==> src/rtl/vga_timing_ctrl.sv <==
// VGA raster sequencer: internal pixel strobe, h/v counters, registered sync/blank decode and frame-aligned run/stop.
// Define VGA_FRAME_TICK_EN to generate frame_tick; otherwise frame_tick is tied low.
module vga_timing_ctrl #(
   parameter int unsigned DIV      = 4,
   parameter int unsigned H_ACTIVE = 640,
   parameter int unsigned H_FP     = 16,
   parameter int unsigned H_SYNC   = 96,
   parameter int unsigned H_BP     = 48,
   parameter int unsigned V_ACTIVE = 480,
   parameter int unsigned V_FP     = 10,
   parameter int unsigned V_SYNC   = 2,
   parameter int unsigned V_BP     = 33
) (
   input  logic       clk,
   input  logic       clr_n,
   input  logic       en,
   output logic       running,
   output logic       pix_en,
   output logic [9:0] px_x,
   output logic [9:0] px_y,
   output logic       hsync,
   output logic       vsync,
   output logic       video_on,
   output logic       frame_tick
);

   localparam int unsigned CNT_W   = 10;
   localparam int unsigned PH_W    = (DIV > 1) ? $clog2(DIV) : 1;
   localparam int unsigned H_TOTAL = H_ACTIVE + H_FP + H_SYNC + H_BP;
   localparam int unsigned V_TOTAL = V_ACTIVE + V_FP + V_SYNC + V_BP;

   localparam logic [PH_W-1:0]  PH_LAST  = PH_W'(DIV - 1);
   localparam logic [CNT_W-1:0] H_LAST   = CNT_W'(H_TOTAL - 1);
   localparam logic [CNT_W-1:0] V_LAST   = CNT_W'(V_TOTAL - 1);
   localparam logic [CNT_W-1:0] H_ACT    = CNT_W'(H_ACTIVE);
   localparam logic [CNT_W-1:0] V_ACT    = CNT_W'(V_ACTIVE);
   localparam logic [CNT_W-1:0] HS_FIRST = CNT_W'(H_ACTIVE + H_FP);
   localparam logic [CNT_W-1:0] HS_LAST  = CNT_W'(H_ACTIVE + H_FP + H_SYNC - 1);
   localparam logic [CNT_W-1:0] VS_FIRST = CNT_W'(V_ACTIVE + V_FP);
   localparam logic [CNT_W-1:0] VS_LAST  = CNT_W'(V_ACTIVE + V_FP + V_SYNC - 1);

   typedef enum logic [1:0] {
      ST_IDLE  = 2'd0,
      ST_RUN   = 2'd1,
      ST_DRAIN = 2'd2
   } state_e;

   state_e           state_q, state_d;
   logic [PH_W-1:0]  phase_q, phase_d;
   logic [CNT_W-1:0] x_q, x_d;
   logic [CNT_W-1:0] y_q, y_d;
   logic             pix_en_q, pix_en_d;
   logic             running_q, running_d;
   logic             hsync_q, hsync_d;
   logic             vsync_q, vsync_d;
   logic             video_on_q, video_on_d;
   logic             eof_c;

   // Last clk of the last pixel of the frame: the only point a drain may stop.
   assign eof_c = pix_en_q && (x_q == H_LAST) && (y_q == V_LAST);

   // Next state, divider phase, raster counters and decode of the pixel they will hold.
   always_comb begin
      state_d    = state_q;
      phase_d    = phase_q;
      x_d        = x_q;
      y_d        = y_q;
      running_d  = 1'b0;
      pix_en_d   = 1'b0;
      hsync_d    = 1'b1;
      vsync_d    = 1'b1;
      video_on_d = 1'b0;

      case (state_q)
         ST_IDLE: begin
            if (en) begin
               state_d = ST_RUN;
            end
         end
         ST_RUN: begin
            if (!en) begin
               state_d = ST_DRAIN;
            end
         end
         ST_DRAIN: begin
            if (en) begin
               state_d = ST_RUN;
            end else if (eof_c) begin
               state_d = ST_IDLE;
            end
         end
         default: begin
            state_d = ST_IDLE;
         end
      endcase

      // Phase stays at 0 on the start edge so the first strobe lands DIV clks after en.
      if ((state_q == ST_IDLE) || (state_d == ST_IDLE)) begin
         phase_d = '0;
      end else if (phase_q == PH_LAST) begin
         phase_d = '0;
      end else begin
         phase_d = phase_q + PH_W'(1);
      end

      if (state_d == ST_IDLE) begin
         x_d = '0;
         y_d = '0;
      end else if (pix_en_q) begin
         if (x_q == H_LAST) begin
            x_d = '0;
            y_d = (y_q == V_LAST) ? '0 : y_q + CNT_W'(1);
         end else begin
            x_d = x_q + CNT_W'(1);
         end
      end

      running_d  = (state_d != ST_IDLE);
      pix_en_d   = running_d && (phase_d == PH_LAST);
      hsync_d    = !(running_d && (x_d >= HS_FIRST) && (x_d <= HS_LAST));
      vsync_d    = !(running_d && (y_d >= VS_FIRST) && (y_d <= VS_LAST));
      video_on_d = running_d && (x_d < H_ACT) && (y_d < V_ACT);
   end

   always_ff @(posedge clk or negedge clr_n) begin
      if (!clr_n) begin
         state_q    <= ST_IDLE;
         phase_q    <= '0;
         x_q        <= '0;
         y_q        <= '0;
         pix_en_q   <= 1'b0;
         running_q  <= 1'b0;
         hsync_q    <= 1'b1;
         vsync_q    <= 1'b1;
         video_on_q <= 1'b0;
      end else begin
         state_q    <= state_d;
         phase_q    <= phase_d;
         x_q        <= x_d;
         y_q        <= y_d;
         pix_en_q   <= pix_en_d;
         running_q  <= running_d;
         hsync_q    <= hsync_d;
         vsync_q    <= vsync_d;
         video_on_q <= video_on_d;
      end
   end

`ifdef VGA_FRAME_TICK_EN
   logic frame_tick_q, frame_tick_d;

   // Pulse on the step into (0, V_ACTIVE): first blank line of the frame.
   always_comb begin
      frame_tick_d = running_d && pix_en_q && (x_d == '0) && (y_d == V_ACT);
   end

   always_ff @(posedge clk or negedge clr_n) begin
      if (!clr_n) begin
         frame_tick_q <= 1'b0;
      end else begin
         frame_tick_q <= frame_tick_d;
      end
   end

   assign frame_tick = frame_tick_q;
`else
   assign frame_tick = 1'b0;
`endif

   assign running  = running_q;
   assign pix_en   = pix_en_q;
   assign px_x     = x_q;
   assign px_y     = y_q;
   assign hsync    = hsync_q;
   assign vsync    = vsync_q;
   assign video_on = video_on_q;

endmodule

==> config.mk <==
export PLATFORM = sky130hd
export DESIGN_NAME = vga_timing_ctrl
export DESIGN_NICKNAME = d
export VERILOG_FILES = /design/src/rtl/vga_timing_ctrl.sv
export SDC_FILE = /design/constraint.sdc
export NUM_CORES = 1
export LEC_CHECK = 0
export CAP_MARGIN = 5
export CORE_MARGIN = 8
export CORE_UTILIZATION = 30
export DETAILED_ROUTE_END_ITERATION = 8
export GPL_TIMING_DRIVEN = 0
export SETUP_SLACK_MARGIN = 0.05
export SLEW_MARGIN = 20
export SYNTH_ARGS = -nofsm -noshare
export SYNTH_HDL_FRONTEND = slang
export SYNTH_SLANG_ARGS = --single-unit
==> constraint.sdc <==
create_clock -name clk -period 2.5 [get_ports clk]
set_clock_uncertainty 0.1 [all_clocks]
set_input_delay 0.25 -clock clk [delete_from_list [all_inputs] [get_ports clk]]
set_output_delay 0.25 -clock clk [all_outputs]
set_load 0.01 [all_outputs]
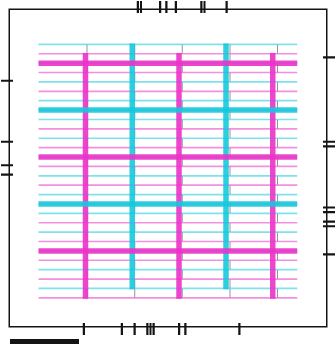
*Supply network, run 1*
The bar under the picture is 20 microns long. Pins as bars on the die edge. Tap cells in grey.
colour	net
cyan	VDD
magenta	VSS
rows	27
met1 rails	28
met5 straps	5
placeable core area: 5510 sq um
floorplan die width: 91.6 microns

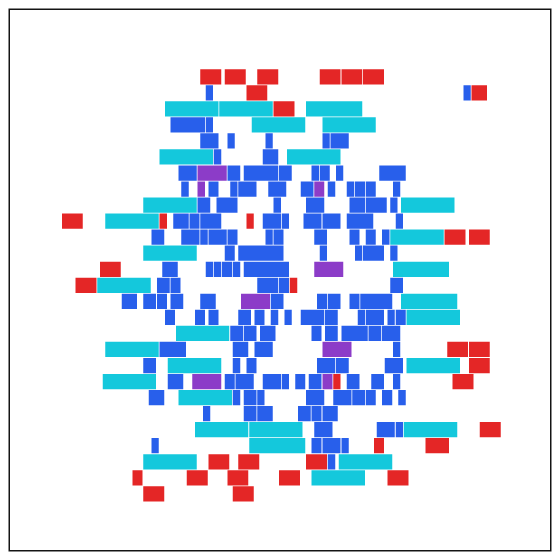
*Cells coloured by class, run 1*
colour	class	cells	share of their area
purple	clock drivers and dummy loads	8	3.9%
blue	remaining logic cells	149	46%
red	remaining buffers and delay cells	35	15%
cyan	registers	29	35%
end-of-flow core utilization: 39.7%
flip-flop and latch share of the layout cell area: 33.4%
number of rows created at floorplan: 27
post-route cell area: 2190 sq um

==> flow_results.org, run 1 <==
#+TITLE: Physical design notes

** Power and ir drop
- The design draws about 1.1 mW.
- Proportion of power drawn by flip-flops and latches :: 50.7%
- Ranked by power, first place goes to registers.
- Net switching share of the total power :: between 20% and 30%
- The leakage component of the power was reported as approximately 0.9 nW.
- Switch Pwr :: slightly above 300 uW
- P_comb :: approximately 160 uW

** STA
- Timing would allow up to around 430 MHz.
- Min Hold Slack :: between 300 and 400 ps
- Setup violations remaining at the end of the flow were counted as 0.
- Setup slack on the critical path of the routed design comes to 175 ps.
- Actual slew at the worst max-slew pin :: roughly 630 ps

** Worst setup path
- Start point of the critical path :: px_x[0]$_DFF_PN0_
- Per the post-run analysis, buffers plus inverters along the critical path come to 0.
- The longest incremental delay of any stage on the critical path is reported as approximately 440 ps.
- At the worst endpoint, the required time is approximately 2600 ps.
- The worst register-to-register path begins at px_x[0]$_DFF_PN0_.
- Crit path launch type :: flop

** Global route
- The number of antenna violations at the first check in global routing was 0.
- In the global route stage, met1 resource usage came out at 12.5%.
- Global-route usage over all layers :: between 10 and 15%
- Entering global routing, the biggest net connects 30 pins.
- The number of global-route vias before repair came to between 1500 and 2000.

** Route
- Total detailed-routing wirelength :: around 4000 microns
- The highest layer touched by signal routing is met4.
- Average wire per cell in the routed design :: between 10 and 15 microns
- Detailed routing placed a total of around 1900 microns of wire on met2.
- Detailed-route via count :: roughly 1400

** Synth
- Synthesized netlist net count :: about 190
- Per Yosys stat, the portion of area used by sequential elements is 42.5%.
- Top_reg_cell synth :: dfrtp_1
- Commonest cells in the synthesized netlist :: dfrtp_1 (27), nor2_1 (25), nand2_1 (11)
- The synthesized netlist has a Yosys-reported chip area of 1710 sq um.
- Yosys printed 0 warnings.
- Area share of the largest cell type after synthesis :: ~40%
- Mapped Area :: 1710 sq um
- Number of distinct library cells after synthesis :: around 45
- Complex Gates by Area :: around 7.7%
- Ys async rst share :: 100%

** Min path
- Launch point of the worst hold path :: phase_q[0]$_DFF_PN0_
- Checking hold timing, the worst path is listed with class flop to flop.

** Final layout
- Inserted Diodes :: 0
- Clock buffer and inverter area fraction after layout :: under 10%
- Number of fillers in the final layout :: around 560
- Combinational share of cell area :: a little over two fifths
- Area Overhead vs Synth :: 27.6%
- The layout has 6 clock buffers.
- Most common library cell in the layout ignoring fill and taps :: clkdlybuf4s50_1

** Placement
- The count of buffers added on input and output ports is 27.
- Summed over all nets, the half-perimeter wirelength after detailed placement is 3020 microns.
- The placement summary gives the final routability congestion estimate as about 0.85.

** Floorplan
- I/O pin count :: 29
- In the floorplan report the effective utilization is between 30 and 40%.

** Clock network
- Maximum clock path buffer count :: 2
- Number of buffers inserted to repair setup after CTS :: 0
- Clk sink count :: 29
- Inserted Clock Buffers :: 5

** Run
- Maxcap violations :: 0

** Status
- The run finished with clean final reports.
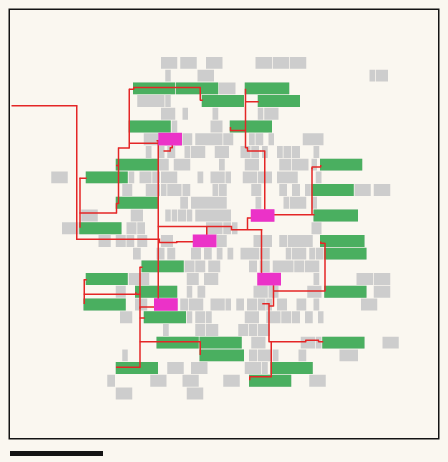
*Routed clock nets over the placement, run 1*
The bar under the picture is 20 microns long.
[magenta] clock-net drivers | count: 5
[green] flip-flops | count: 29
[red] clock wires | length: 423 microns
routed clock nets	6
power share of the clock group: 34.2%
power in the clock group: 366 uW
source-to-sink clock delay at the later pin of the worst-skew pair: 280 ps

--- run 2 (diff from run 1) ---
HOLD_SLACK_MARGIN = 0.03   (was unset)
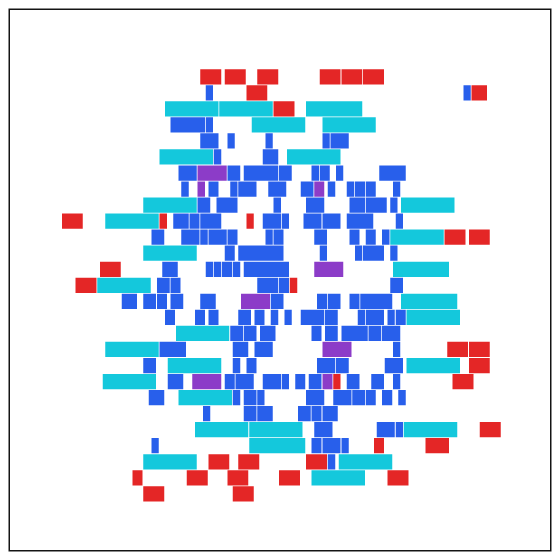
*Cells coloured by class, run 2*
colour	class	cells	share of their area
cyan	registers	29	35%
blue	remaining logic cells	149	46%
purple	clock drivers and dummy loads	8	3.9%
red	remaining buffers and delay cells	35	15%

==> run 2 against run 1 <==
Hold slack is the same. Power is the same. First-iteration DRC count unchanged. Critical path type unchanged.
==> flow_results.org, run 2 <==
#+TITLE: Physical design notes

** Route
- Routed length on met2 :: 1890 microns (unchanged)
- Average wire per cell in the routed design :: 14.0 microns (unchanged)
- Total detailed-routing wirelength :: 4110 microns (unchanged)
- Post-DRT Antenna Nets :: 0 (unchanged)
- Top Layer Used :: met4 (unchanged)
- The length of routed met3 wiring was 222 microns (unchanged).
- Detailed-route via count :: 1436 (unchanged)

** Power and ir drop
- The main power-consuming group is registers (unchanged).
- The combinational power came to 161 uW (about the same).
- The share of total power consumed by net switching is 28.2% (unchanged).
- The power of the clock network came to 366 uW (about the same).
- The sequential fraction of design power came to 50.7% (about the same).
- Final Total Pwr :: 1.07 mW (unchanged)
- Leak Pwr :: 0.912 nW (unchanged)
- The power density normalized to cell area came to 490 nW/um^2 (unchanged).
- The clock group share of total power came to 34.2% (about the same).

** Clock network
- Number of buffers inserted to repair setup after CTS :: 0 (unchanged)
- The clock sink count was 29 (unchanged).
- The worst-case clock buffer depth is 2 (unchanged).
- Count of hold-fix buffers inserted at cts :: 1 (unchanged)
- Source-to-sink clock delay at the later pin of the worst-skew pair :: 280 ps (about the same)
- The CTS buffer count is 5 (unchanged).

** STA
- The maximum clock frequency came to 430 MHz (unchanged).
- The actual transition at the worst max-transition pin came to 626 ps (unchanged).
- The worst hold slack came to 367 ps (unchanged).
- The minimum setup slack in the final design is 175 ps (unchanged).
- Final setup violation count :: 0 (unchanged)

** Placement
- Routability congestion estimate from global placement :: 0.848 (unchanged)
- Worst setup timing slack at the placement stage :: 8.75 ps (unchanged)
- The HPWL after detailed placement was 3020 microns (unchanged).

** Synth
- Register share after synthesis :: 42.5% (unchanged)
- The net count after synthesis came to 192 (unchanged).
- Area share of the largest cell type after synthesis :: 39.4% (unchanged)
- Mapped Area :: 1710 sq um (unchanged)
- The post-synthesis async set-or-reset flop share was 100% (unchanged).
- The post-synthesis compound-gate area fraction was 7.74% (unchanged).
- The post-synthesis share of cell area spent on full adders, half adders and majority gates was 2.92% (unchanged).
- Top_reg_cell synth :: dfrtp_1 (unchanged)
- The yosys stat chip area was 1710 sq um (unchanged).
- The number of warnings reported in the yosys synthesis log was 0 (unchanged).
- Commonest cells in the synthesized netlist :: dfrtp_1 (27), nor2_1 (25), nand2_1 (11) (unchanged)
- Number of cells in the yosys synthesis report :: 185 (unchanged)

** Final layout
- The utilization of the core after routing came to 39.7% (unchanged).
- Combinational share of cell area :: 43.3% (unchanged)
- Post-route cell area :: 2190 sq um (unchanged)
- The number of inverters outside the clock class in the layout was 6 (unchanged).
- Most common library cell in the layout ignoring fill and taps :: clkdlybuf4s50_1 (unchanged)
- Area Overhead vs Synth :: 27.6% (unchanged)
- The number of antenna repair diodes was 0 (unchanged).
- Clock buffer and inverter area fraction after layout :: 3.78% (unchanged)
- Number of fillers in the final layout :: 564 (unchanged)
- The clock tree buffer count of the final layout is 6 (unchanged).
- The flip-flop and latch share of the layout cell area came to 33.4% (unchanged).

** Status
- Run status :: complete, no violations (unchanged)

** Global route
- The number of global-route vias before repair is 1510 (unchanged).
- The maximum number of pins on one net before global-route repair came to 30 (unchanged).
- Global-route usage over all layers :: 10.3% (unchanged)
- The fraction of met1 tracks used by global routing came to 12.5% (unchanged).
- Number of antenna violations at the first check in global routing :: 0 (unchanged)

** Worst setup path
- The kind of start point of the critical path is a flop (unchanged).
- Worst reg2reg path startpoint :: px_x[0]$_DFF_PN0_ (unchanged)
- The data required time at the worst endpoint came to 2570 ps (about the same).
- Critical path buffers and inverters :: 0 (unchanged)
- Ordered cell list for the critical path: ha_2, or3b_4, nor3_1, and4b_1, o21ai_1, and2_1, nor3b_1 (unchanged).
- Start point of the critical path :: px_x[0]$_DFF_PN0_ (unchanged)

** Floorplan
- Die Area :: 8380 sq um (unchanged)
- Number of rows created at floorplan :: 27 (unchanged)
- Effective utilization at floorplan :: 31.1% (unchanged)
- I/O pin count :: 29 (unchanged)
- The core region area is 5510 sq um (unchanged).

** Min path
- The class of the tightest hold or removal check is flop to flop (unchanged).
- The hold path startpoint is phase_q[0]$_DFF_PN0_ (unchanged).

** Run
- Maxcap violations :: 0 (unchanged)
Power figures rest on the tool's default switching activity, not on a simulated workload.
